===== src/rtl/ysyx_23060136_mem_rd_arbiter_pkg.sv =====
// Shared types and constants for the IFU/LSU memory read arbiter.
// Holds the FSM state encoding, the owner codes and the AXI response helper.
package ysyx_23060136_mem_rd_arbiter_pkg;

    typedef enum logic [1:0] {
        ST_IDLE = 2'd0,
        ST_ADDR = 2'd1,
        ST_DATA = 2'd2
    } arb_state_e;

    typedef enum logic {
        OWNER_IFU = 1'b0,
        OWNER_LSU = 1'b1
    } arb_owner_e;

    localparam logic [1:0] AXI_RESP_OKAY = 2'b00;

    function automatic logic resp_is_error(input logic [1:0] resp);
        return (resp != AXI_RESP_OKAY);
    endfunction

endpackage


===== src/rtl/ysyx_23060136_arb_starve_ctr.sv =====
// Counts consecutive LSU wins while the IFU is waiting; raises force_ifu
// once STARVE_MAX such wins have happened so the IFU gets the next grant.
module ysyx_23060136_arb_starve_ctr #(
    parameter int STARVE_MAX = 4
) (
    input  logic clk,
    input  logic rst,
    input  logic lsu_grant,
    input  logic ifu_grant,
    input  logic ifu_pending,
    output logic force_ifu
);

    localparam int CNT_W = $clog2(STARVE_MAX + 1);
    localparam logic [CNT_W-1:0] CNT_MAX = CNT_W'(STARVE_MAX);
    localparam logic [CNT_W-1:0] CNT_ONE = CNT_W'(1);

    logic [CNT_W-1:0] cnt_q;
    logic [CNT_W-1:0] cnt_d;

    // Next count: saturating increment on a contested LSU win, clear on any other grant.
    always_comb begin
        cnt_d = cnt_q;
        if (lsu_grant && ifu_pending) begin
            if (cnt_q != CNT_MAX) begin
                cnt_d = cnt_q + CNT_ONE;
            end else begin
                cnt_d = cnt_q;
            end
        end else if (lsu_grant || ifu_grant) begin
            cnt_d = {CNT_W{1'b0}};
        end else begin
            cnt_d = cnt_q;
        end
    end

    // Counter register.
    always_ff @(posedge clk) begin
        if (rst) begin
            cnt_q <= {CNT_W{1'b0}};
        end else begin
            cnt_q <= cnt_d;
        end
    end

    assign force_ifu = (cnt_q == CNT_MAX);

endmodule


===== src/rtl/ysyx_23060136_mem_rd_arbiter.sv =====
// Shares one AXI-lite AR/R read channel between IFU fetch and LSU load with a
// single outstanding read; LSU has priority, bounded by an anti-starvation counter.
module ysyx_23060136_mem_rd_arbiter
    import ysyx_23060136_mem_rd_arbiter_pkg::*;
#(
    parameter int ADDR_W     = 32,
    parameter int DATA_W     = 64,
    parameter int STARVE_MAX = 4
) (
    input  logic              clk,
    input  logic              rst,
    input  logic [ADDR_W-1:0] ARBITER_IFU_pc,
    input  logic              ARBITER_IFU_pc_valid,
    output logic              ARBITER_IFU_pc_ready,
    output logic [DATA_W-1:0] ARBITER_IFU_inst,
    output logic              ARBITER_IFU_inst_valid,
    input  logic              ARBITER_IFU_inst_ready,
    input  logic [ADDR_W-1:0] ARBITER_LSU_raddr,
    input  logic              ARBITER_LSU_raddr_valid,
    output logic              ARBITER_LSU_raddr_ready,
    output logic [DATA_W-1:0] ARBITER_LSU_rdata,
    output logic [1:0]        ARBITER_LSU_rresp,
    output logic              ARBITER_LSU_rdata_valid,
    input  logic              ARBITER_LSU_rdata_ready,
    output logic [ADDR_W-1:0] araddr,
    output logic              arvalid,
    input  logic              arready,
    input  logic [DATA_W-1:0] rdata,
    input  logic [1:0]        rresp,
    input  logic              rvalid,
    output logic              rready,
    output logic              ARBITER_error_signal
);

    arb_state_e        state_q;
    arb_state_e        state_d;
    arb_owner_e        owner_q;
    arb_owner_e        owner_d;
    logic [ADDR_W-1:0] araddr_q;
    logic [ADDR_W-1:0] araddr_d;

    logic ifu_grant_s;
    logic lsu_grant_s;
    logic force_ifu_s;
    logic rready_s;
    logic in_data_s;

    ysyx_23060136_arb_starve_ctr #(
        .STARVE_MAX (STARVE_MAX)
    ) u_starve_ctr (
        .clk         (clk),
        .rst         (rst),
        .lsu_grant   (lsu_grant_s),
        .ifu_grant   (ifu_grant_s),
        .ifu_pending (ARBITER_IFU_pc_valid),
        .force_ifu   (force_ifu_s)
    );

    assign in_data_s = (state_q == ST_DATA);
    assign rready_s  = in_data_s && ((owner_q == OWNER_LSU) ? ARBITER_LSU_rdata_ready
                                                            : ARBITER_IFU_inst_ready);

    // Next-state, grant decision and address/owner capture.
    always_comb begin
        state_d     = state_q;
        owner_d     = owner_q;
        araddr_d    = araddr_q;
        ifu_grant_s = 1'b0;
        lsu_grant_s = 1'b0;
        case (state_q)
            ST_IDLE: begin
                // Grants are suppressed while reset is held so no requester sees a phantom handshake.
                if (!rst && ARBITER_LSU_raddr_valid && !(ARBITER_IFU_pc_valid && force_ifu_s)) begin
                    lsu_grant_s = 1'b1;
                    owner_d     = OWNER_LSU;
                    araddr_d    = ARBITER_LSU_raddr;
                    state_d     = ST_ADDR;
                end else if (!rst && ARBITER_IFU_pc_valid) begin
                    ifu_grant_s = 1'b1;
                    owner_d     = OWNER_IFU;
                    araddr_d    = ARBITER_IFU_pc;
                    state_d     = ST_ADDR;
                end else begin
                    state_d     = ST_IDLE;
                end
            end
            ST_ADDR: begin
                if (arready) begin
                    state_d = ST_DATA;
                end else begin
                    state_d = ST_ADDR;
                end
            end
            ST_DATA: begin
                if (rvalid && rready_s) begin
                    state_d = ST_IDLE;
                end else begin
                    state_d = ST_DATA;
                end
            end
            default: begin
                state_d = ST_IDLE;
            end
        endcase
    end

    // Memory-side and upstream output steering; read data passes straight through.
    always_comb begin
        ARBITER_IFU_pc_ready    = ifu_grant_s;
        ARBITER_LSU_raddr_ready = lsu_grant_s;
        arvalid                 = (state_q == ST_ADDR);
        araddr                  = araddr_q;
        rready                  = rready_s;
        ARBITER_IFU_inst_valid  = in_data_s && (owner_q == OWNER_IFU) && rvalid;
        ARBITER_LSU_rdata_valid = in_data_s && (owner_q == OWNER_LSU) && rvalid;
        ARBITER_IFU_inst        = rdata;
        ARBITER_LSU_rdata       = rdata;
        ARBITER_LSU_rresp       = rresp;
        ARBITER_error_signal    = in_data_s && (owner_q == OWNER_IFU) && rvalid
                                  && rready_s && resp_is_error(rresp);
    end

    // State, owner and address registers.
    always_ff @(posedge clk) begin
        if (rst) begin
            state_q  <= ST_IDLE;
            owner_q  <= OWNER_IFU;
            araddr_q <= {ADDR_W{1'b0}};
        end else begin
            state_q  <= state_d;
            owner_q  <= owner_d;
            araddr_q <= araddr_d;
        end
    end

endmodule

===== config.mk =====
export PLATFORM = sky130hd
export DESIGN_NAME = ysyx_23060136_mem_rd_arbiter
export DESIGN_NICKNAME = d
export VERILOG_FILES = /design/src/rtl/ysyx_23060136_mem_rd_arbiter_pkg.sv /design/src/rtl/ysyx_23060136_arb_starve_ctr.sv /design/src/rtl/ysyx_23060136_mem_rd_arbiter.sv
export SDC_FILE = /design/constraint.sdc
export NUM_CORES = 1
export LEC_CHECK = 0
export ABC_AREA = 1
export CORE_AREA = 2 2 119 121
export CTS_CLUSTER_DIAMETER = 200
export DETAILED_ROUTE_END_ITERATION = 8
export DIE_AREA = 0 0 121 123
export PLACE_DENSITY = 0.66
export RECOVER_POWER = 50
export SYNTH_ARGS = -nofsm -noshare
export SYNTH_HDL_FRONTEND = slang
export SYNTH_HIERARCHICAL = 1
export SYNTH_SLANG_ARGS = --single-unit

===== constraint.sdc =====
create_clock -name clk -period 2 [get_ports clk]
set_input_delay 0.5 -clock clk [delete_from_list [all_inputs] [get_ports clk]]
set_output_delay 0.5 -clock clk [all_outputs]
set_load 0.01 [all_outputs]

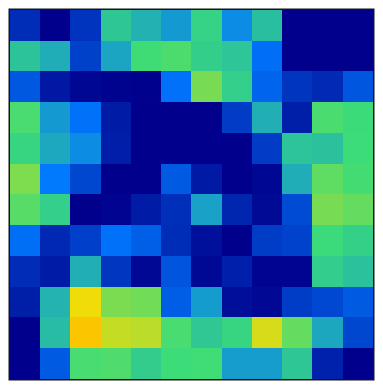
(run_1/cell_density.png)
Scale: 3 px per µm. The die is cut into 12 by 12 equal tiles; dark blue is low, red is high, 0 to 100% covered.
emptiest ninth of the die: centre
fullest tile: 78%
mean over tiles: 25%

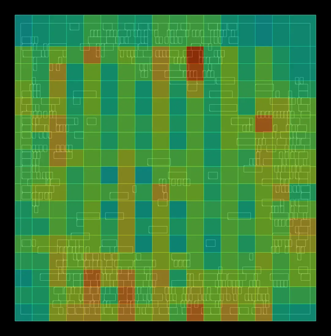
(run_1/congestion.png)
gr usage total: 0.107
met3 usage: 0.0581
wire per inst: 11.2 µm

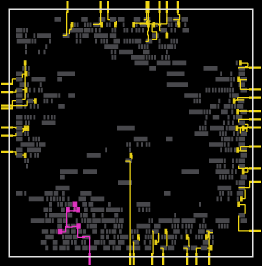
(run_1/io_fan.png)
Scale: 2 px per µm.
| port | colour | bits | direction | end cells | buffers | wire |
|---|---|---|---|---|---|---|
| ARBITER_LSU_raddr | yellow | 32 | input | 32 | 32 | 479 µm |
| ARBITER_IFU_pc_valid | magenta | 1 | input | 5 | 2 | 53.1 µm |

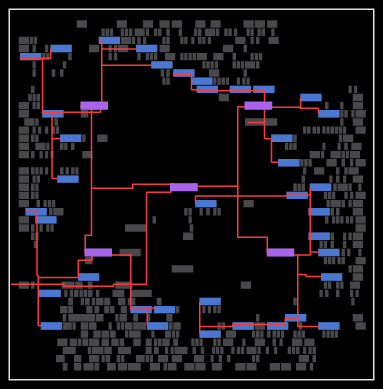
(run_1/clk_routes.png)
Scale: 3 px per µm.
[clock drivers] purple | count: 5
[flip-flops] blue | count: 38
[clock wires] red | length: 754 µm
routed clock nets: 6
Clk power: 0.928 mW
clock share of power: 0.364
post-route clock skew: 0.00501 ns
Latency at later pin: 0.29 ns

==> impl_metrics.json, run 1 <==
{
  "outcome": "finished clean",
  "post-place-ws_ns": -0.468,
  "endpoint": "ARBITER_IFU_pc_ready",
  "remaining_drc_errors": 0,
  "ys_sh_mux": 0,
  "fp_util": 0.238,
  "power_density_mw_per_mm2": 641,
  "syn_area_mm2": 0.00324,
  "critPathRequiredTime_ns": 1.50,
  "cp.arrival_ns": 1.45,
  "drive_gt1_frac": 0.119,
  "slowest_stage": "clkdlybuf4s50_1",
  "non_clock_inverter_count": 80,
  "hpwl_um": 5970,
  "comb_cells": 272,
  "post_cts_buffers": 1,
  "p_int_mw": 1.83,
  "ant_nets": 0,
  "endpoint_kind": "primary output",
  "via_count": 2640,
  "final_cell_mix": "nand2_1, nor2_1, clkdlybuf4s50_1",
  "crit_chain": "clkdlybuf4s50_1, nand3_2, inv_2, nor3_4, buf_2",
  "warning_count": 28,
  "comb_share": 0.287,
  "grt_max_degree": 65,
  "avgSynthCellArea_um2": 6.04,
  "diodes": 0,
  "clk_pin_slew_ns": 0.06,
  "power_frac_comb": 0.294,
  "clock_area_frac": 0.0428,
  "chip_area_mm2": 0.0149,
  "hold_violations": 0,
  "rows": 43,
  "max_slew_margin": 0.572,
  "flop-count": 38,
  "regArea_um2": 762,
  "p_leak_nw": 2.04,
  "cts_hold_buf": 0,
  "yosysTopAreaCell": "buf_4",
  "fin_cells": 718,
  "top_cell": "nand2_1",
  "min_period_over_period": 0.975,
  "r2r_slack_ns": 0.27,
  "nNonClkBuffers": 140,
  "max_freq_mhz": 513,
  "clock-sinks": 38,
  "pg_seq_mw": 0.872,
  "ys_chip_area_mm2": 0.00324,
  "worst-r2r-cell-count": 11,
  "fin_nets": 677,
  "drt_wl_total_um": 8050,
  "cap_violations": 0,
  "root_buffer": "clkbuf_16",
  "fin_hold_ws_ns": 0.502,
  "async_reset_ff_frac": 0,
  "syn2layout_area_growth_pct": 22.9,
  "die_w_um": 121,
  "adder_share": 0.00773,
  "crit_path_start_kind": "input port",
  "setup_ws_ns": 0.0491
}
run 1: cells by family after synthesis:
logic type               Yosys count
AND-OR/OR-AND                     13
adder cells (fa/ha/maj)            2
buffers and inverters            226
flip-flops                        38
AND/OR/NAND/NOR                  257
run 1: per-layer routing:
metal	GRT usage	routed length [µm]	vias to the layer above
li1	-	-	1407
met1	0.109	3130	1057
met2	0.161	3430	117
met3	0.0581	982	59
met4	0.0865	510	0
met5	0	0	-
run 1: registers in the layout (all words and copies together) (netlist names):
name and cells:
araddr 32, u_starve_ctr/cnt_q 3, owner_q 1, state_q 2
run 1: worst max-delay path: cells and delay by family:
| family | cells | cell delay [ns] |
|---|---|---|
| buffers and inverters | 3 | 0.66 |
| and+or+nand+nor | 2 | 0.30 |
==> run 2: changes to the inputs <==
--- a/config.mk
+++ b/config.mk
@@ -6,11 +6,11 @@
 export NUM_CORES = 1
 export LEC_CHECK = 0
 export ABC_AREA = 1
-export CORE_AREA = 2 2 119 121
+export CORE_AREA = 2 2 150 94
 export CTS_CLUSTER_DIAMETER = 200
 export DETAILED_ROUTE_END_ITERATION = 8
-export DIE_AREA = 0 0 121 123
-export PLACE_DENSITY = 0.66
+export DIE_AREA = 0 0 152 96
+export PLACE_DENSITY = 0.68
 export RECOVER_POWER = 50
 export SYNTH_ARGS = -nofsm -noshare
 export SYNTH_HDL_FRONTEND = slang
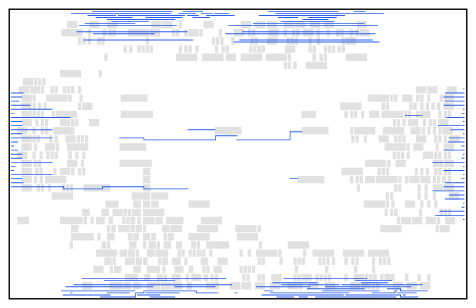
(run_2/layer_met3.png)
Scale: 3 px per µm. Cells faint in the background.
longest straight run: 52.4 µm
nets with wire on the layer: 114
share of all routed wire: 20%
main direction: horizontal
Routed WL: 8890 µm
met3 usage: 0.126
DR vias: 2,721

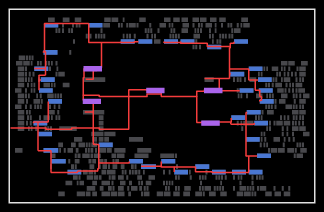
(run_2/clk_routes.png)
Scale: 2 px per µm.
[clock wires] red | length: 683 µm
[flip-flops] blue | count: 38
[clock drivers] purple | count: 5
routed clock nets: 6
flops lie: spread over the die
Clk power: 1.07 mW
clock share of power: 0.396

==> impl_metrics.json, run 2 <==
{
  "outcome": "finished clean",
  "setup_ws_ns": 0.0220,
  "top_cells_by_count": "nand2_1, buf_4, nor2_1",
  "ant_nets": 0,
  "clock_path_buffers": 2,
  "warning_count": 29,
  "worstPathMaxFanout": 2,
  "ys_seq_frac": 0.235,
  "cts_max_level": 2,
  "netlist_instances": 536,
  "endpoint_kind": "primary output",
  "finClkSkew_ns": 0.00571,
  "coreArea_mm2": 0.0133,
  "worst_slew_pin_slew_ns": 0.634,
  "yosysUniqueCellTypes": 19,
  "r2r_slack_ns": 0.14,
  "hpwl_um": 6760,
  "critPathRequiredTime_ns": 1.50,
  "hold_depth": 2,
  "max_freq_mhz": 506,
  "pg_seq_mw": 0.873,
  "timing.critical_path.max_delay_family": "simple AND/OR/NAND/NOR gates",
  "io_buffers": 114,
  "cts_tree": "yes",
  "fin_area_mm2": 0.00406,
  "path_class": "reg2out",
  "p_total_mw": 2.70,
  "met2_length_um": 3180,
  "fp_util": 0.244,
  "power_density_mw_per_mm2": 665,
  "async_reset_ff_frac": 0,
  "p_leak_nw": 2.06,
  "synthSimpleGateAreaFrac": 0.306,
  "wl_per_cell_um": 12.4,
  "grt_overflow": 0,
  "pwr-share-seq": 0.323,
  "ios": 307,
  "worstHoldPathType": "reg2reg",
  "fin_crit_ns": 1.98,
  "cts_buffers": 5,
  "met1_length_um": 3850,
  "peakVddDrop_mv": 0.264,
  "grt_use_total": 0.119,
  "first_pass_iters": 4,
  "topCellsByArea": "buf_4, dfxtp_1, nand2_1",
  "endpoint": "ARBITER_IFU_pc_ready",
  "die_w_um": 152,
  "grt_pass1_vias": 2589,
  "slowest_stage": "dfxtp_2",
  "timing.critical_path.buf_inv": 4,
  "cp.arrival_ns": 1.48,
  "ys_sh_mux": 0,
  "min_period_over_period": 0.989,
  "rr_startpoint": "u_starve_ctr/cnt_q[0]$_SDFFE_PP0P_",
  "vias_per_cell": 3.80,
  "clock-sinks": 38,
  "pg_comb_mw": 0.756,
  "root_buffer": "clkbuf_16",
  "grt_max_degree": 65,
  "power_frac_comb": 0.280,
  "cpPeakStageDelay_ns": 0.32,
  "ys_chip_area_mm2": 0.00324,
  "fin_nets": 680,
  "chip_area_mm2": 0.0146,
  "edf_count": 0,
  "worst-r2r-cell-count": 14,
  "grt_pass1_wl_um": 13400,
  "fillerInstances": 1451,
  "syn_area_mm2": 0.00324,
  "max_slew_margin": 0.577,
  "diodes": 0,
  "adder_share": 0.00773,
  "r2r-end": "u_starve_ctr/cnt_q[1]$_SDFFE_PP0P_",
  "yosysTopAreaCell": "buf_4",
  "crit_path_start_kind": "flip-flop",
  "post-place-ws_ns": -0.512,
  "drive_gt1_frac": 0.131,
  "highest_layer": "met5",
  "startpoint": "u_starve_ctr/cnt_q[0]$_SDFFE_PP0P_",
  "gr-usage-met2": 0.151,
  "top_cell": "nand2_1",
  "clock_latency_ns": 0.28,
  "slew_violations": 0,
  "wl_met3_um": 1770,
  "ys_warn_count": 6,
  "grt-busiest-layer": "met2",
  "routabilityCongestion": 0.761,
  "ff_type": "dfxtp_1",
  "top_area_frac": 0.311,
  "avgSynthCellArea_um2": 6.04,
  "drtIter0Drc": 91,
  "cap_violations": 0,
  "cp.depth": 9,
  "p_sw_frac": 0.261,
  "syn2layout_area_growth_pct": 25.3,
  "numSynthFlops": 38,
  "setup_viol_count_final": 0,
  "fin_hold_ws_ns": 0.499,
  "die_h_um": 96,
  "logic_family": "buffers and inverters",
  "largest_reg_flops": 32,
  "use_met1": 0.131,
  "final_cell_mix": "nand2_1, nor2_1, clkdlybuf4s50_1",
  "hold_violations": 0,
  "ys_sh_aoi": 0.0213,
  "ys_cells": 536,
  "min_from": "owner_q$_SDFFE_PP0P_",
  "p_int_mw": 1.99,
  "synth_nets": 676,
  "fin_setup_tns_ns": 0,
  "cpMostUsedCell": "inv_2",
  "final_common_cell": "nand2_1",
  "rsz0062_at_grt": "yes",
  "min_to": "owner_q$_SDFFE_PP0P_",
  "grt_antenna_before_repair": 0,
  "crit_chain": "inv_2, ha_4, nand2_4, inv_2, nand2_2, nand3_2, inv_2, nor3_4, buf_2",
  "p_sw_mw": 0.705,
  "rows": 33,
  "yosys.area_share.xor_xnor": 0,
  "remaining_drc_errors": 0,
  "maxPowerGroup": "the clock network",
  "place_area_mm2": 0.00372,
  "clk_pin_slew_ns": 0.06
}
-- run 2: cell counts after synthesis --
No cell type changed its count.
-- run 2: layout make-up --
class,count,area [µm²],share of cell area
timing repair buffer,143,1410,0.347
multi-input combinational,272,1170,0.287
sequential,38,764,0.188
inverter,80,300,0.0740
tap,175,219,0.0540
clock buffer,6,139,0.0342
clock inverter,2,60.1,0.0148
-- run 2: repair_timing --
action                     CTS  global route
pin swaps                    2             7
buffers inserted             8             1
resized                     28            23
hold buffers                 0             0
cloned                       0             0
setup endpoints to repair    8             7
-- run 2: through the flow --
step | cells | utilization
floorplan | 536 | -
finish | 716 | 0.306
CTS | 716 | 0.300
global route | 716 | 0.306
global placement | 700 | 0.280
detailed placement | 700 | 0.280
Power figures rest on the tool's default switching activity, not on a simulated workload.
